### config.mk
export PLATFORM = sky130hd
export DESIGN_NAME = scrambler_64b66b_flat
export DESIGN_NICKNAME = d
export VERILOG_FILES = /design/src/rtl/scrambler_64b66b_if.sv /design/src/rtl/scrambler_64b66b.sv /design/src/flat_wrapper.sv
export SDC_FILE = /design/constraint.sdc
export NUM_CORES = 1
export LEC_CHECK = 0
export CAP_MARGIN = 20
export CORE_MARGIN = 1.5
export CORE_UTILIZATION = 35
export DETAILED_ROUTE_END_ITERATION = 8
export PLACE_DENSITY = 0.58
export SYNTH_ARGS = -nofsm -noshare
export SYNTH_HDL_FRONTEND = slang
export SYNTH_SLANG_ARGS = --single-unit
export TNS_END_PERCENT = 5
### constraint.sdc
create_clock -name i_clk -period 1.86 [get_ports i_clk]
set_input_delay 0.186 -clock i_clk [delete_from_list [all_inputs] [get_ports i_clk]]
set_output_delay 0.186 -clock i_clk [all_outputs]
set_load 0.005 [all_outputs]
### src/rtl/scrambler_64b66b_if.sv
// Word stream between the 64b/66b encoder, the scrambler and the gearbox.
// Signal names keep the scrambler's own port naming so they read the same on both sides.
interface scrambler_64b66b_if #(
    parameter int DATA_WIDTH = 32,
    parameter int HDR_WIDTH  = 2
);
    logic                  i_encoded_data_valid;
    logic [DATA_WIDTH-1:0] i_encoded_data;
    logic [HDR_WIDTH-1:0]  i_sync_hdr;
    logic                  i_encoding_err;
    logic                  o_scrambler_trdy;
    logic                  i_gearbox_trdy;
    logic                  o_scrambled_valid;
    logic [DATA_WIDTH-1:0] o_scrambled_data;
    logic [HDR_WIDTH-1:0]  o_sync_hdr;
    logic                  o_hdr_valid;
    logic                  o_block_err;
    logic [15:0]           o_err_cnt;

    // Scrambler side.
    modport slave (
        input  i_encoded_data_valid, i_encoded_data, i_sync_hdr, i_encoding_err, i_gearbox_trdy,
        output o_scrambler_trdy, o_scrambled_valid, o_scrambled_data, o_sync_hdr,
        output o_hdr_valid, o_block_err, o_err_cnt
    );

    // Encoder/gearbox side.
    modport master (
        output i_encoded_data_valid, i_encoded_data, i_sync_hdr, i_encoding_err, i_gearbox_trdy,
        input  o_scrambler_trdy, o_scrambled_valid, o_scrambled_data, o_sync_hdr,
        input  o_hdr_valid, o_block_err, o_err_cnt
    );
endinterface

### src/rtl/scrambler_64b66b.sv
// Self-synchronous 64b/66b payload scrambler (G(x)=1+x^39+x^58), half a block per word,
// with block-level error tagging and a skid buffer behind a one-word output register.
module scrambler_64b66b #(
    parameter int DATA_WIDTH       = 32,
    parameter int HDR_WIDTH        = 2,
    parameter int SCRAMBLER_BYPASS = 0
) (
    input logic           i_clk,
    input logic           i_reset_n,
    scrambler_64b66b_if.slave bus
);

    // Handshake: a word moves on a rising edge where valid and ready are both 1; valid never
    // waits on ready, and a presented word plus its header/flags hold still until it moves.

    localparam int         DEPTH      = 3;
    localparam logic [57:0] STATE_INIT = {58{1'b1}};

    typedef struct packed {
        logic [DATA_WIDTH-1:0] data;
        logic [HDR_WIDTH-1:0]  hdr;
        logic                  first;
        logic                  err;
    } word_t;

    word_t                 q   [DEPTH];
    word_t                 q_n [DEPTH];
    word_t                 new_word;
    logic [1:0]            cnt, cnt_n;
    logic [57:0]           state, state_n;
    logic                  phase;
    logic [HDR_WIDTH-1:0]  hdr_lat;
    logic                  err_lat;
    logic                  trdy;
    logic [15:0]           err_cnt, err_cnt_n;
    logic                  accept, out_valid, pop, blk_err;
    logic [57+DATA_WIDTH:0] ext;
    logic [DATA_WIDTH-1:0] scr_word;

    assign accept    = bus.i_encoded_data_valid & trdy;
    // A lone phase-0 word at the head stays hidden until its block error is known.
    assign out_valid = (cnt != 2'd0) && !((cnt == 2'd1) && phase);
    assign pop       = out_valid & bus.i_gearbox_trdy;
    assign blk_err   = phase & (err_lat | bus.i_encoding_err);

    // ext[57:0] is history (ext[57] newest); ext[58+i] is the scrambled bit for data bit i.
    always_comb begin
        ext = '0;
        ext[57:0] = state;
        for (int i = 0; i < DATA_WIDTH; i++) begin
            ext[58+i] = bus.i_encoded_data[i] ^ ext[i+19] ^ ext[i];
        end
        state_n  = ext[57+DATA_WIDTH -: 58];
        scr_word = (SCRAMBLER_BYPASS != 0) ? bus.i_encoded_data : ext[57+DATA_WIDTH:58];
    end

    always_comb begin
        new_word       = '0;
        new_word.data  = scr_word;
        new_word.hdr   = phase ? hdr_lat : bus.i_sync_hdr;
        new_word.first = ~phase;
        new_word.err   = phase ? blk_err : bus.i_encoding_err;
    end

    always_comb begin
        q_n   = q;
        cnt_n = cnt;
        // The phase-0 partner is always the youngest entry when a phase-1 word arrives.
        for (int k = 0; k < DEPTH; k++) begin
            if (accept && phase && (k + 1 == int'(cnt))) begin
                q_n[k].err = blk_err;
            end
        end
        if (pop) begin
            for (int k = 0; k < DEPTH - 1; k++) begin
                q_n[k] = q_n[k+1];
            end
            cnt_n = cnt_n - 2'd1;
        end
        if (accept) begin
            for (int k = 0; k < DEPTH; k++) begin
                if (k == int'(cnt_n)) begin
                    q_n[k] = new_word;
                end
            end
            cnt_n = cnt_n + 2'd1;
        end
    end

    always_comb begin
        err_cnt_n = err_cnt;
        if (accept && blk_err && (err_cnt != 16'hFFFF)) begin
            err_cnt_n = err_cnt + 16'd1;
        end
    end

    always_ff @(posedge i_clk or negedge i_reset_n) begin
        if (!i_reset_n) begin
            for (int k = 0; k < DEPTH; k++) begin
                q[k] <= '0;
            end
            cnt     <= 2'd0;
            state   <= STATE_INIT;
            phase   <= 1'b0;
            hdr_lat <= '0;
            err_lat <= 1'b0;
            trdy    <= 1'b0;
            err_cnt <= 16'd0;
        end else begin
            q       <= q_n;
            cnt     <= cnt_n;
            trdy    <= (cnt_n != 2'd3);
            err_cnt <= err_cnt_n;
            if (accept) begin
                state <= state_n;
                phase <= ~phase;
                if (!phase) begin
                    hdr_lat <= bus.i_sync_hdr;
                    err_lat <= bus.i_encoding_err;
                end
            end
        end
    end

    assign bus.o_scrambler_trdy  = trdy;
    assign bus.o_scrambled_valid = out_valid;
    assign bus.o_scrambled_data  = q[0].data;
    assign bus.o_sync_hdr        = q[0].hdr;
    assign bus.o_hdr_valid       = out_valid & q[0].first;
    assign bus.o_block_err       = out_valid & q[0].err;
    assign bus.o_err_cnt         = err_cnt;

endmodule

### src/flat_wrapper.sv
// flat-port wrapper written by rule: the top's interface ports become plain ports
module scrambler_64b66b_flat 
#(
    parameter int DATA_WIDTH       = 32,
    parameter int HDR_WIDTH        = 2,
    parameter int SCRAMBLER_BYPASS = 0
)
  (i_clk, i_reset_n, bus_i_encoded_data_valid, bus_i_encoded_data, bus_i_sync_hdr, bus_i_encoding_err, bus_i_gearbox_trdy, bus_o_scrambler_trdy, bus_o_scrambled_valid, bus_o_scrambled_data, bus_o_sync_hdr, bus_o_hdr_valid, bus_o_block_err, bus_o_err_cnt);
  scrambler_64b66b_if #(.DATA_WIDTH(DATA_WIDTH), .HDR_WIDTH(HDR_WIDTH)) bus_i ();
  input logic i_clk;
  input logic i_reset_n;
  input wire logic [$bits(bus_i.i_encoded_data_valid)-1:0] bus_i_encoded_data_valid;
  input wire logic [$bits(bus_i.i_encoded_data)-1:0] bus_i_encoded_data;
  input wire logic [$bits(bus_i.i_sync_hdr)-1:0] bus_i_sync_hdr;
  input wire logic [$bits(bus_i.i_encoding_err)-1:0] bus_i_encoding_err;
  input wire logic [$bits(bus_i.i_gearbox_trdy)-1:0] bus_i_gearbox_trdy;
  output wire logic [$bits(bus_i.o_scrambler_trdy)-1:0] bus_o_scrambler_trdy;
  output wire logic [$bits(bus_i.o_scrambled_valid)-1:0] bus_o_scrambled_valid;
  output wire logic [$bits(bus_i.o_scrambled_data)-1:0] bus_o_scrambled_data;
  output wire logic [$bits(bus_i.o_sync_hdr)-1:0] bus_o_sync_hdr;
  output wire logic [$bits(bus_i.o_hdr_valid)-1:0] bus_o_hdr_valid;
  output wire logic [$bits(bus_i.o_block_err)-1:0] bus_o_block_err;
  output wire logic [$bits(bus_i.o_err_cnt)-1:0] bus_o_err_cnt;
  assign bus_i.i_encoded_data_valid = bus_i_encoded_data_valid;
  assign bus_i.i_encoded_data = bus_i_encoded_data;
  assign bus_i.i_sync_hdr = bus_i_sync_hdr;
  assign bus_i.i_encoding_err = bus_i_encoding_err;
  assign bus_i.i_gearbox_trdy = bus_i_gearbox_trdy;
  assign bus_o_scrambler_trdy = bus_i.o_scrambler_trdy;
  assign bus_o_scrambled_valid = bus_i.o_scrambled_valid;
  assign bus_o_scrambled_data = bus_i.o_scrambled_data;
  assign bus_o_sync_hdr = bus_i.o_sync_hdr;
  assign bus_o_hdr_valid = bus_i.o_hdr_valid;
  assign bus_o_block_err = bus_i.o_block_err;
  assign bus_o_err_cnt = bus_i.o_err_cnt;
  scrambler_64b66b #(.DATA_WIDTH(DATA_WIDTH), .HDR_WIDTH(HDR_WIDTH), .SCRAMBLER_BYPASS(SCRAMBLER_BYPASS)) u_core (.i_clk(i_clk), .i_reset_n(i_reset_n), .bus(bus_i));
endmodule
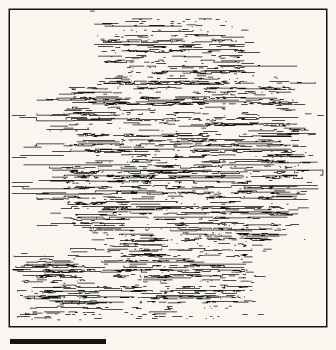
**Above:** run 1 (met1 routing).
Scale bar: 50 um.
- main direction: horizontal
- longest straight run: 55.2 um
- nets with wire on the layer: 833
- wire length on this layer: 10400 um
- share of all routed wire: 50%

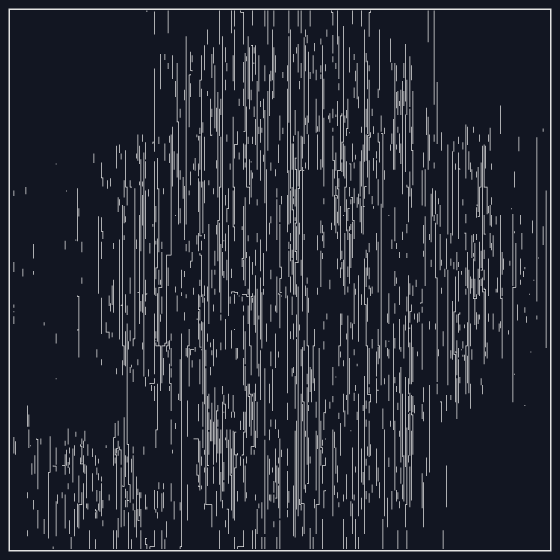
**Above:** run 1 (the metal 2 layer).
- longest straight run: 69.7 um
- wire length on this layer: 9490 um

==> results.yml, run 1 <==
# flow metrics
finish:
  clock_cell_area_share_pct: 5.51
  lay_top_count: "mux2i_1"
  area_delta_synth_final_pct: 25.6
  final_cells: 1207
  nFillCells: 2336
  seq-cell-share_pct: 42.0
  multi_input_comb_cells: 459
  largest_reg_flops: 74
floorplan:
  io_pins: 93
  core_area_mm2: 0.0253
  taps: 330
timing:
  fin_ws_ns: -0.0409
  skew_ns: 0.00962
  fmax_mhz: 526
  worst_hold_slack_ns: 0.311
  final-setup-viol-count: 71
clock_tree:
  post-cts-setup-buffer-count: 7
  cts.sinks: 189
  clk_latency_ns: 0.43
  postCtsResizedCells: 21
  path_clk_slew_ns: 0.08
  htreeDepth: 4
synth:
  syn_area_mm2: 0.00910
  ys_warn_count: 0
  synthAdderAreaFrac_pct: 0.687
  ys_cells: 760
  avgSynthCellArea_um2: 12.0
  edf_count: 0
  synthDominantCellAreaShare_pct: 36.0
setup_path:
  crit_type: "flip-flop to flip-flop"
  ff2ff_setup_slack_ns: -0.04
  rr_worst_depth: 10
  cp_slowest_cell: "dfrtp_2"
global_routing:
  antenna_found_initial: 0
  grtUsageTotal_pct: 16.1
  grt_pass1_vias: 5823
placement:
  port_buffers: 92
  postPlaceCellArea_mm2: 0.0106
  dpl.hpwl_mm: 14.1
status:
  status: "complete, but fails checks"
  violations: "setup timing"
power_and_ir_drop:
  vdd_drop_max_v: 0.000808
  powerSeq_w: 0.00795
  seqPwrFrac_pct: 36.7
  p_per_area_mw_per_mm2: 1890
  pg_clk_w: 0.00392
run:
  maxCapViolCount: 0
drt:
  wl_met2_mm: 9.49
  dr.pass1.iters: 4
min_path:
  hp-class: "primary input to async pin"
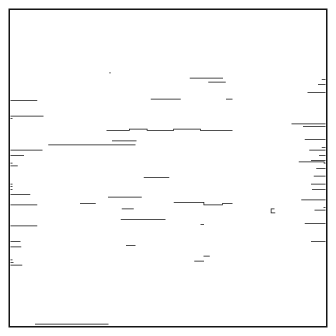
**Above:** run 1 (metal 3).
- nets with wire on the layer: 49
- main direction: horizontal
- longest straight run: 45.1 um
- wire length on this layer: 590 um
- share of all routed wire: 2.9%

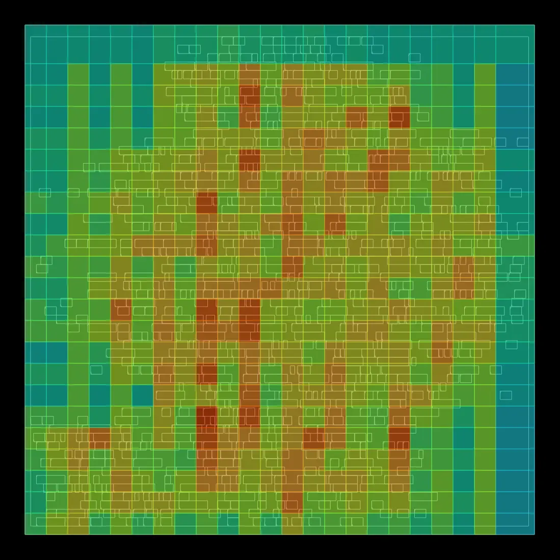
**Above:** run 1 (congestion heat map).
Layout Utilization: 45.1%
average wire per standard cell: 17.1 um
met3 usage: 2.80%
GR Util met1: 23.1%

==> run 2, diff against run 1 <==
Settings changed: CTS_BUF_LIST set to sky130_fd_sc_hd__clkbuf_4 sky130_fd_sc_hd__clkbuf_8.
==> run 2 against run 1 <==
The flow still finishes with violations (setup timing). Flip-flop count is the same. Worst hold slack lost 0.048 ns. Combinational power shrank 2%. Synthesized area unchanged. Setup slack got worse by 0.064 ns. Total power fell by 5.3%. Via count is 0.77% lower. Non-clock buffer count is 2 lower. Cell area is 2.3% lower. Largest cell class unchanged. Largest power group unchanged.
==> results.yml, run 2 <==
# flow metrics
floorplan:
  core_area_mm2: 0.0253
  taps: 330
min_path:
  hp-class: "primary input to async pin"
finish:
  seq-cell-share_pct: 43.0
  final_cells: 1205
  lay_top_count: "mux2i_1"
  area_delta_synth_final_pct: 22.7
  largest_reg_flops: 74
  multi_input_comb_cells: 459
  nFillCells: 2373
power_and_ir_drop:
  vdd_drop_max_v: 0.000799
  p_per_area_mw_per_mm2: 1840
setup_path:
  crit_type: "flip-flop to flip-flop"
  ff2ff_setup_slack_ns: -0.10
  cp_slowest_cell: "dfrtp_2"
global_routing:
  antenna_found_initial: 0
  grtUsageTotal_pct: 15.9
  grt_pass1_vias: 5797
status:
  violations: "setup timing"
  status: "complete, but fails checks"
placement:
  postPlaceCellArea_mm2: 0.0106
  dpl.hpwl_mm: 14.1
drt:
  dr.pass1.iters: 4
clock_tree:
  cts.sinks: 189
  path_clk_slew_ns: 0.11
synth:
  ys_warn_count: 0
  edf_count: 0
timing:
  final-setup-viol-count: 83
  fin_ws_ns: -0.105
  worst_hold_slack_ns: 0.264
run:
  maxCapViolCount: 0
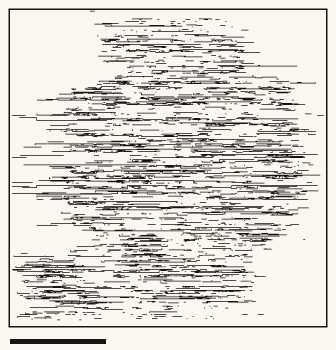
**Above:** run 2 (met1 routing).
Scale bar: 50 um.
- share of all routed wire: 50%
- nets with wire on the layer: 832
- main direction: horizontal
- wire length on this layer: 10100 um

==> run 3, diff against run 2 <==
Settings changed: GPL_ROUTABILITY_DRIVEN set to 1, HOLD_SLACK_MARGIN set to 0.15.
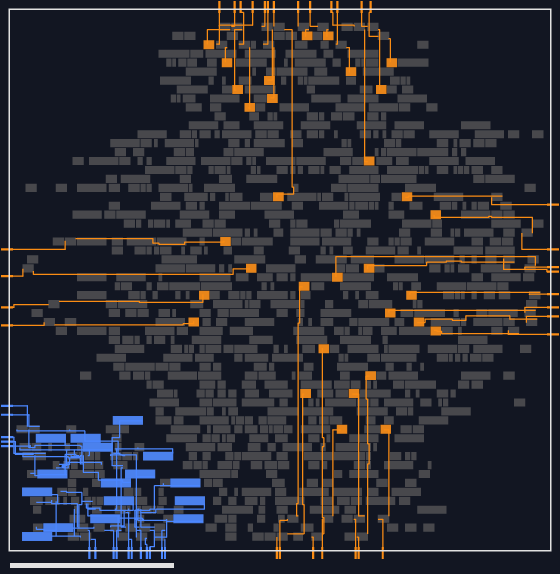
**Above:** run 3 (wires at chosen ports, followed through buffers).
Scale bar: 50 um.
- bus_o_err_cnt: blue (bits 16; direction output; end cells 16; buffers 16; wire 703 um)
- bus_i_encoded_data: orange (bits 32; direction input; end cells 32; buffers 32; wire 1410 um)

==> run 3 against run 2 <==
The run still ends with setup timing left. Clock-buffer cell count unchanged. First-iteration DRC count unchanged. Synthesized cell count unchanged. Largest power group unchanged. Highest routed layer unchanged.
==> results.yml, run 3 <==
# flow metrics
status:
  violations: "setup timing"
  status: "complete, but fails checks"
synth:
  synth.net_count: 804
  ys_warn_count: 0
  edf_count: 0
drt:
  dr.pass1.iters: 4
power_and_ir_drop:
  p_per_area_mw_per_mm2: 1840
  vdd_drop_max_v: 0.000799
floorplan:
  taps: 330
  core_area_mm2: 0.0253
placement:
  dpl.hpwl_mm: 14.1
  port_buffers: 92
  postPlaceCellArea_mm2: 0.0106
timing:
  final-setup-viol-count: 83
  fin_ws_ns: -0.105
  worst_hold_slack_ns: 0.264
setup_path:
  crit_type: "flip-flop to flip-flop"
  start_kind: "flip-flop"
  cp_slowest_cell: "dfrtp_2"
  crit_start: "u_core.cnt[1]"
  ff2ff_setup_slack_ns: -0.10
global_routing:
  grt_pass1_vias: 5797
  antenna_found_initial: 0
  grtUsageTotal_pct: 15.9
clock_tree:
  path_clk_slew_ns: 0.11
  cts.sinks: 189
finish:
  final_cells: 1205
  area_delta_synth_final_pct: 22.7
  largest_reg_flops: 74
min_path:
  hp-class: "primary input to async pin"
Power and IR drop assume default switching activity.
